--- src/rtl/cmp_result_monitor.sv ---
// rtl/cmp_result_monitor.sv - outcome counters, equal-run FSM and error flag for comparator results
module cmp_result_monitor #(
    parameter int CNT_W   = 8,
    parameter int RUN_THR = 4
) (
    input  logic             clk,
    input  logic             rst_n,
    input  logic             clr,
    input  logic             in_valid,
    input  logic             in_lt,
    input  logic             in_gt,
    input  logic             in_eq,
    output logic             out_valid,
    output logic [1:0]       last_result,
    output logic [CNT_W-1:0] lt_cnt,
    output logic [CNT_W-1:0] gt_cnt,
    output logic [CNT_W-1:0] eq_cnt,
    output logic [CNT_W-1:0] eq_run,
    output logic             run_alarm,
    output logic             err_flag
);

    typedef enum logic [1:0] {
        S_NEUTRAL = 2'd0,
        S_EQ_RUN  = 2'd1,
        S_ALARM   = 2'd2
    } state_t;

    localparam logic [CNT_W-1:0] CNT_MAX = '1;
    localparam logic [CNT_W-1:0] THR     = CNT_W'(RUN_THR);

    state_t           r_state;
    state_t           w_state_nxt;
    logic [CNT_W-1:0] r_eq_run;
    logic [CNT_W-1:0] w_run_nxt;
    logic [CNT_W-1:0] w_run_inc;
    logic [CNT_W-1:0] r_lt_cnt;
    logic [CNT_W-1:0] r_gt_cnt;
    logic [CNT_W-1:0] r_eq_cnt;
    logic [1:0]       r_last;
    logic             r_out_valid;
    logic             r_err;
    logic [2:0]       w_flags;
    logic             w_legal;
    logic             w_sample;

    assign w_flags   = {in_lt, in_gt, in_eq};
    assign w_legal   = (w_flags == 3'b100) || (w_flags == 3'b010) || (w_flags == 3'b001);
    // clr wins over a sample presented in the same cycle
    assign w_sample  = in_valid && !clr;
    assign w_run_inc = (r_eq_run == CNT_MAX) ? CNT_MAX : r_eq_run + 1'b1;

    // State register and the equal-run length that travels with it
    always_ff @(posedge clk or negedge rst_n) begin
        if (!rst_n) begin
            r_state  <= S_NEUTRAL;
            r_eq_run <= '0;
        end else begin
            r_state  <= w_state_nxt;
            r_eq_run <= w_run_nxt;
        end
    end

    // Next state: only eq extends a run; anything else valid drops back to NEUTRAL
    always_comb begin
        w_state_nxt = r_state;
        w_run_nxt   = r_eq_run;
        if (clr) begin
            w_state_nxt = S_NEUTRAL;
            w_run_nxt   = '0;
        end else if (in_valid) begin
            if (!w_legal || !in_eq) begin
                w_state_nxt = S_NEUTRAL;
                w_run_nxt   = '0;
            end else begin
                case (r_state)
                    S_NEUTRAL: begin
                        w_run_nxt   = {{(CNT_W-1){1'b0}}, 1'b1};
                        w_state_nxt = (RUN_THR == 1) ? S_ALARM : S_EQ_RUN;
                    end
                    S_EQ_RUN: begin
                        w_run_nxt   = w_run_inc;
                        w_state_nxt = (w_run_inc == THR) ? S_ALARM : S_EQ_RUN;
                    end
                    S_ALARM: begin
                        w_run_nxt   = w_run_inc;
                        w_state_nxt = S_ALARM;
                    end
                    default: begin
                        w_run_nxt   = '0;
                        w_state_nxt = S_NEUTRAL;
                    end
                endcase
            end
        end
    end

    // Saturating per-outcome counters, last result code and sticky error flag
    always_ff @(posedge clk or negedge rst_n) begin
        if (!rst_n) begin
            r_lt_cnt    <= '0;
            r_gt_cnt    <= '0;
            r_eq_cnt    <= '0;
            r_last      <= 2'b00;
            r_out_valid <= 1'b0;
            r_err       <= 1'b0;
        end else if (clr) begin
            r_lt_cnt    <= '0;
            r_gt_cnt    <= '0;
            r_eq_cnt    <= '0;
            r_last      <= 2'b00;
            r_out_valid <= 1'b0;
            r_err       <= 1'b0;
        end else begin
            r_out_valid <= w_sample;
            if (w_sample) begin
                if (!w_legal) begin
                    r_err  <= 1'b1;
                    r_last <= 2'b00;
                end else if (in_lt) begin
                    r_last <= 2'b01;
                    if (r_lt_cnt != CNT_MAX) r_lt_cnt <= r_lt_cnt + 1'b1;
                end else if (in_gt) begin
                    r_last <= 2'b10;
                    if (r_gt_cnt != CNT_MAX) r_gt_cnt <= r_gt_cnt + 1'b1;
                end else begin
                    r_last <= 2'b11;
                    if (r_eq_cnt != CNT_MAX) r_eq_cnt <= r_eq_cnt + 1'b1;
                end
            end
        end
    end

    assign out_valid   = r_out_valid;
    assign last_result = r_last;
    assign lt_cnt      = r_lt_cnt;
    assign gt_cnt      = r_gt_cnt;
    assign eq_cnt      = r_eq_cnt;
    assign eq_run      = r_eq_run;
    assign run_alarm   = (r_state == S_ALARM);
    assign err_flag    = r_err;

endmodule
--- config.mk ---
export PLATFORM = sky130hd
export DESIGN_NAME = cmp_result_monitor
export DESIGN_NICKNAME = d
export VERILOG_FILES = /design/src/rtl/cmp_result_monitor.sv
export SDC_FILE = /design/constraint.sdc
export NUM_CORES = 1
export LEC_CHECK = 0
export CELL_PAD_IN_SITES_DETAIL_PLACEMENT = 1
export CELL_PAD_IN_SITES_GLOBAL_PLACEMENT = 2
export CORE_UTILIZATION = 31
export CTS_CLUSTER_DIAMETER = 150
export DETAILED_ROUTE_END_ITERATION = 6
export PLACE_DENSITY = 0.81
export SYNTH_ARGS = -nofsm -noshare
export SYNTH_HDL_FRONTEND = slang
export SYNTH_SLANG_ARGS = --single-unit
--- constraint.sdc ---
create_clock -name clk -period 2.2 [get_ports clk]
set_input_delay 0.44 -clock clk [delete_from_list [all_inputs] [get_ports clk]]
set_output_delay 0.44 -clock clk [all_outputs]
set_load 0.01 [all_outputs]
Figure 1. Wiring by layer (run 1).
Bar = 20 microns.
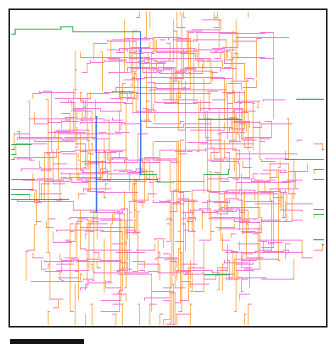
- orange: M2 (wire length 2550 microns)
- blue: M4 (wire length 64.6 microns)
- magenta: M1 (wire length 2610 microns)
- green: M3 (wire length 169 microns)
vias post-DR: 1895
Overall Global Routing Usage: 16.3%

Figure 2. Cells colored by class (run 1).
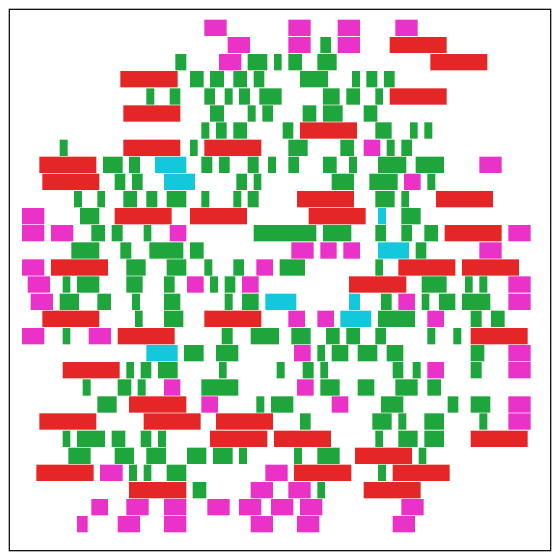
- magenta: remaining buffers and delay cells (cells 62; share of their area 20%)
- cyan: clock drivers and dummy loads (cells 8; share of their area 3.3%)
- red: sequential cells (cells 38; share of their area 34%)
- green: remaining logic cells (cells 183; share of their area 42%)

==> deck_impl_summary.md, run 1 <==
Synthesis and Place & Route Summary

Routing
  – DRT Wirelength: 5.39 mm
  – WL/cell: 13.9 microns
  – DRT iter0 DRCs: 38

Pwr
  – Combinational share of power: 11.2%
  – Clock Power Share: 36.1%
  – Leakage: 1.23 nW
  – Cell Int Power: 1.04 mW

Timing
  – Tcrit/Tclk final: 88.0%
  – Worst setup margin: 0.264 ns
  – Tmin final: 1.94 ns
  – Worst-margin pin slew: 0.495 ns
  – Unrepaired setup endpoints after global routing: no
  – Worst Skew: 0.00421 ns
  – Hold Slack: 0.198 ns

Yosys
  – Count leader, synth: dfrtp_1
  – Async S/R FF share, synth: 100%
  – YS chip area: 2180 sq um
  – Top cells by count: dfrtp_1, nor2_1, nand2_1
  – Cells after Synth: 229
  – Dominant register cell: dfrtp_1
  – Post-synth top area cell: dfrtp_1

Place
  – PortBufs: 43
  – DP Wirelength: 4.00 mm
  – GPL Wtd Cong: 0.786

Worst setup path
  – Worst reg2reg endpoint: r_state[0]
  – Worst Setup EP: run_alarm
  – Flop2flop setup slack: 0.34 ns
  – Worst setup SP type: flop
  – Worst EP required: 1.76 ns
  – Critical Path Sink Type: primary output
  – Reg2reg start: eq_run[0]

CTS
  – Clock Path Buffers: 2
  – CTS H-Tree Depth: 2
  – Cts bufs inserted: 5
  – Clock slew at reported path FFs: 0.07 ns
  – Root Driver: clkbuf_8
  – Clock sink total: 38

Final layout
  – Layout cells sized above 1: 12.4%
  – Area Growth Syn to Fin: 34.0%

Floorplanning
  – Total core area: 6790 sq um
  – Fp util: 32.0%

Status
  – Outcome: finished clean

GRT
  – First-pass GRT wire length: 9.55 mm
  – Antenna violations before repair: 0

Flow run
  – Max Cap Viol: 0
Figure 3. Where the registers sit (run 1).
Bar = 20 microns.
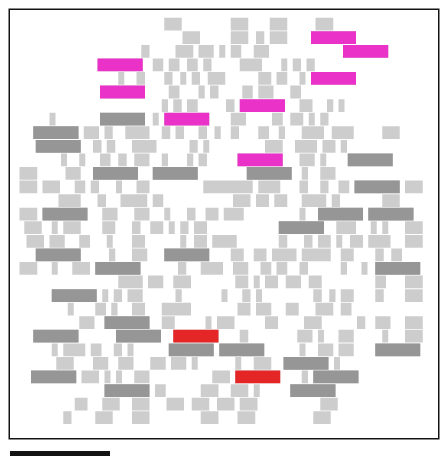
- magenta: eq_run (flops 8)
- red: last_result (flops 2)
- not colored: 28
flop share of the area: 32.6%
Reg area: 951 sq um
seq pwr: 723 uW
Post-Route Utilization: 42.9%

[run 1: flip-flops by register name (all words and copies together) (netlist names)]
register / flops
eq_cnt: 8
eq_run: 8
err_flag: 1
gt_cnt: 8
last_result: 2
lt_cnt: 8
out_valid: 1
r_state: 2
[run 1: power groups by stage]
stage | combinational (mW) | sequential [mW] | clock (mW)
final | 0.153 | 0.723 | 0.495
after global routing | 0.171 | 0.724 | 0.544
after CTS | 0.157 | 0.722 | 0.520
after detailed placement | 0.157 | 0.736 | 0
after global placement | 0.154 | 0.736 | 0
after floorplan | 0.0652 | 0.740 | 0
[run 1: worst min-delay path by stage]
stage,start,end,cells past startpoint
2_1_floorplan,rst_n,eq_cnt[0],0
3_3_place_gp,err_flag,err_flag,2
3_5_place_dp,eq_cnt[1],eq_cnt[1],2
4_1_cts,rst_n,lt_cnt[0],2
5_1_grt,rst_n,lt_cnt[0],2
6_report,rst_n,lt_cnt[0],2
[run 1: area by class of cell]
class                           count  area, sq um  share of cell area, %
Timing Repair Buffer               62          568                   19.5
Multi-Input combinational cell    176         1160                   39.8
Inverter                            7         26.3                  0.901
Sequential cell                    38          951                   32.6
Clock buffer                        7         86.3                   2.96
Clock inverter                      1         5.00                  0.172
Tap cell                           96          120                   4.12
[run 1: routing by layer]
layer	track usage [%]	wire length, microns	vias to the layer above
met1	21.6	2610	924
li1	-	-	937
met2	26.4	2550	29
met4	5.61	64	0
met3	3.37	168	5
met5	0	0	-
[run 1: per-stage QoR]
step,util (%),total power [mW],instance area [sq um]
floorplan,-,0.805,2180
global placement,41.6,0.890,2830
detailed placement,41.6,0.893,2830
CTS,42.9,1.40,2920
global route,42.9,1.44,2920
finish,42.9,1.37,2920
[run 1: cell usage in the layout, fill, tap and decap left out, types with 2 or more instances in the layout]
| cell type | instances |
|---|---|
| clkdlybuf4s50_1 | 42 |
| dfrtp_1 | 38 |
| nor2_1 | 31 |
| buf_4 | 19 |
| nand2_1 | 18 |
| o21ai_0 | 13 |
| a21oi_1 | 13 |
| xor2_1 | 11 |
| ha_1 | 8 |
| inv_1 | 7 |
| nand3_1 | 7 |
| xnor2_1 | 7 |
| and3_1 | 7 |
| clkbuf_8 | 6 |
| nor2b_1 | 5 |
| mux2i_1 | 5 |
| o21ai_1 | 5 |
| nand4_1 | 3 |
| o2111ai_1 | 3 |
| nor3_1 | 3 |
| or2_2 | 2 |
| and4_1 | 2 |
| o211ai_1 | 2 |
| a41oi_2 | 2 |
| a21boi_0 | 2 |
| nand3b_1 | 2 |
| and2_1 | 2 |
| a22o_1 | 2 |
| o41ai_1 | 2 |
| or3_1 | 2 |
[run 1: worst max-delay path, cell delays in order (launching register included)]
cell and delay [ns]:
dfrtp_1 0.44, inv_1 0.10, ha_1 0.14, clkdlybuf4s50_1 0.53
[run 1: kinds of logic (layout without fill, tap and decap cells)]
family / Yosys count / count (layout) / share of synthesized area [%]
flops: 38 / 38 / 43.7
mux: 6 / 6 / 2.82
buf+inv: 15 / 77 / 2.99
simple gates: 93 / 93 / 23.2
fa+ha+maj: 8 / 8 / 4.60
compound gates: 51 / 51 / 15.5
xor+xnor: 18 / 18 / 7.24
Figure 4. Track usage over the die (run 1).
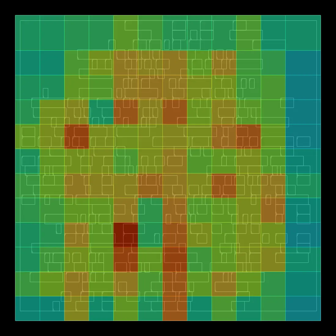

==> run 2: changes to the inputs <==
- PLACE_DENSITY: 0.81 -> 0.86
Figure 5. Track usage over the die (run 2).
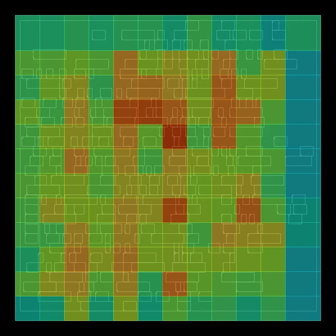
Post-Route Utilization: 43.1%
GR met2 Demand/Resource: 28.2%
Overall Global Routing Usage: 16.5%
WL/cell: 14.8 microns

Figure 6. Wiring by layer (run 2).
Bar = 20 microns.
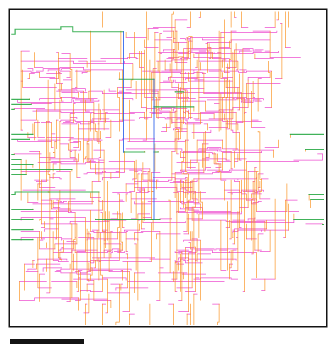
DRT Wirelength: 5.63 mm
vias post-DR: 1906

Figure 7. Wiring heat map (run 2).
Bar = 20 microns. The die is cut into 17 by 17 equal tiles; dark blue is low, red is high, scaled to the fullest tile. Values are wire area over tile area, all layers added.
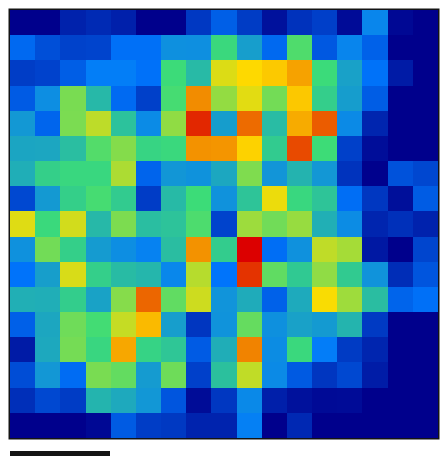
- nearly empty tiles: 13%
- tiles over half the peak: 23%
- fullest tile: 0.36

==> run 2 against run 1 <==
Net effect: worst setup slack lost 0.025 ns; first-iteration DRC count grew 84%; die area unchanged; routed wire length rose by 4.4%; non-clock buffer count decreased by 5; highest routed layer unchanged; synthesized cell count is the same; clock power is 24% higher; power up 8.6%; utilization grew 0.13 points; critical path type unchanged; clock skew rose by 0.0045 ns; critical path depth stayed put; cell count down 1.6%.
==> deck_impl_summary.md, run 2 <==
Synthesis and Place & Route Summary

Yosys
  – Dominant register cell: dfrtp_1
  – Post-synth top area cell: dfrtp_1
  – Async S/R FF share, synth: 100% (unchanged)
  – Top non-seq family: simple AND/OR/NAND/NOR gates
  – Top cells by count: dfrtp_1, nor2_1, nand2_1
  – XOR/XNOR Area Share: 7.24% (unchanged)
  – Post-Synth Simple-Gate Area: 23.2% (unchanged)

Status
  – Outcome: finished clean

Flow run
  – Max Cap Viol: 0 (unchanged)

CTS
  – Clock sink total: 38 (unchanged)
  – CTS H-Tree Depth: 2 (unchanged)
  – Clock Path Buffers: 2 (unchanged)
  – Clock slew at reported path FFs: 0.08 ns (about the same)

Final layout
  – Most frequent cells in the layout: clkdlybuf4s50_1, dfrtp_1, nor2_1
  – Layout cells sized above 1: 10.9% (-1.5 points)
  – Layout Cell Area excl Fill: 2930 sq um (+0.30%)
  – Most numerous logic cell after layout: clkdlybuf4s50_1

Worst setup path
  – Worst setup SP type: flop
  – CP max stage cell: clkdlybuf4s50_1
  – CP bufs+invs: 2 (unchanged)
  – Flop2flop setup slack: 0.38 ns (+0.04 ns)

Place
  – Dpl cell area: 2810 sq um (-0.44%)
  – DP Wirelength: 4.16 mm (+4.1%)
  – PortBufs: 43 (unchanged)

Floorplanning
  – Total core area: 6790 sq um (unchanged)
  – Fp util: 32.0% (unchanged)

Timing
  – Unrepaired setup endpoints after global routing: no
==> run 2: cell counts after synthesis <==
Identical to the previous run, type by type.
==> run 2: area by class of cell <==
| cell class | count | area [sq um] |
|---|---|---|
| Clock buffer | 6 | 82.6 |
| Clock inverter | 1 | 30.0 |
| Fill cell | 799 | 3870 |
| Inverter | 7 | 26.3 |
| Multi-Input combinational cell | 176 | 1160 |
| Sequential cell | 38 | 951 |
| Tap cell | 96 | 120 |
| Timing Repair Buffer | 57 | 556 |
==> run 2: cells by family after synthesis <==
logic type,Yosys count
and+or+nand+nor,93
AOI/OAI and AO/OA,51
DFF,38
xor gates and xnor gates,18
buffers and inverters,15
adders and majority gates,8
muxes,6
==> run 2: per-layer routing <==
metal / part of all wire (%) / GRT usage, % / up-vias
met4: 1.2 / 4.85 / 0
met1: 46 / 20.8 / 947
met5: 0 / 0 / -
met2: 49 / 28.2 / 29
met3: 3.7 / 3.66 / 6
li1: - / - / 924
==> run 2: how the worst max path moves through the flow <==
stage	start	end
6_report	r_state[0]	run_alarm
5_1_grt	r_state[0]	run_alarm
4_1_cts	r_state[0]	run_alarm
3_5_place_dp	in_valid	gt_cnt[6]
3_3_place_gp	in_lt	eq_cnt[7]
2_1_floorplan	in_gt	lt_cnt[5]
==> run 2: power by group <==
| group | internal, mW | switching (mW) | total, mW |
|---|---|---|---|
| Clock | 0.363 | 0.250 | 0.613 |
| Combinational | 0.0730 | 0.0808 | 0.154 |
| Sequential | 0.710 | 0.0121 | 0.722 |
==> run 2: metrics by stage <==
step                hold WS (ns)  util, %  setup WS (ns)
floorplan                  0.144        -          0.568
global placement           0.457     41.4         0.0969
detailed placement         0.461     41.4         0.0237
CTS                        0.136     43.1          0.212
global route               0.140     43.1          0.177
finish                     0.123     43.1          0.240
==> run 2: worst register-to-register path: stages, from the launching register on <==
cell and delay, ns:
dfrtp_1 0.47, ha_1 0.35, xor2_1 0.19, nand3b_1 0.09
nor4_1 0.17, nand3_1 0.16, a31o_2 0.28
Power is estimated from default activity; no workload was simulated.
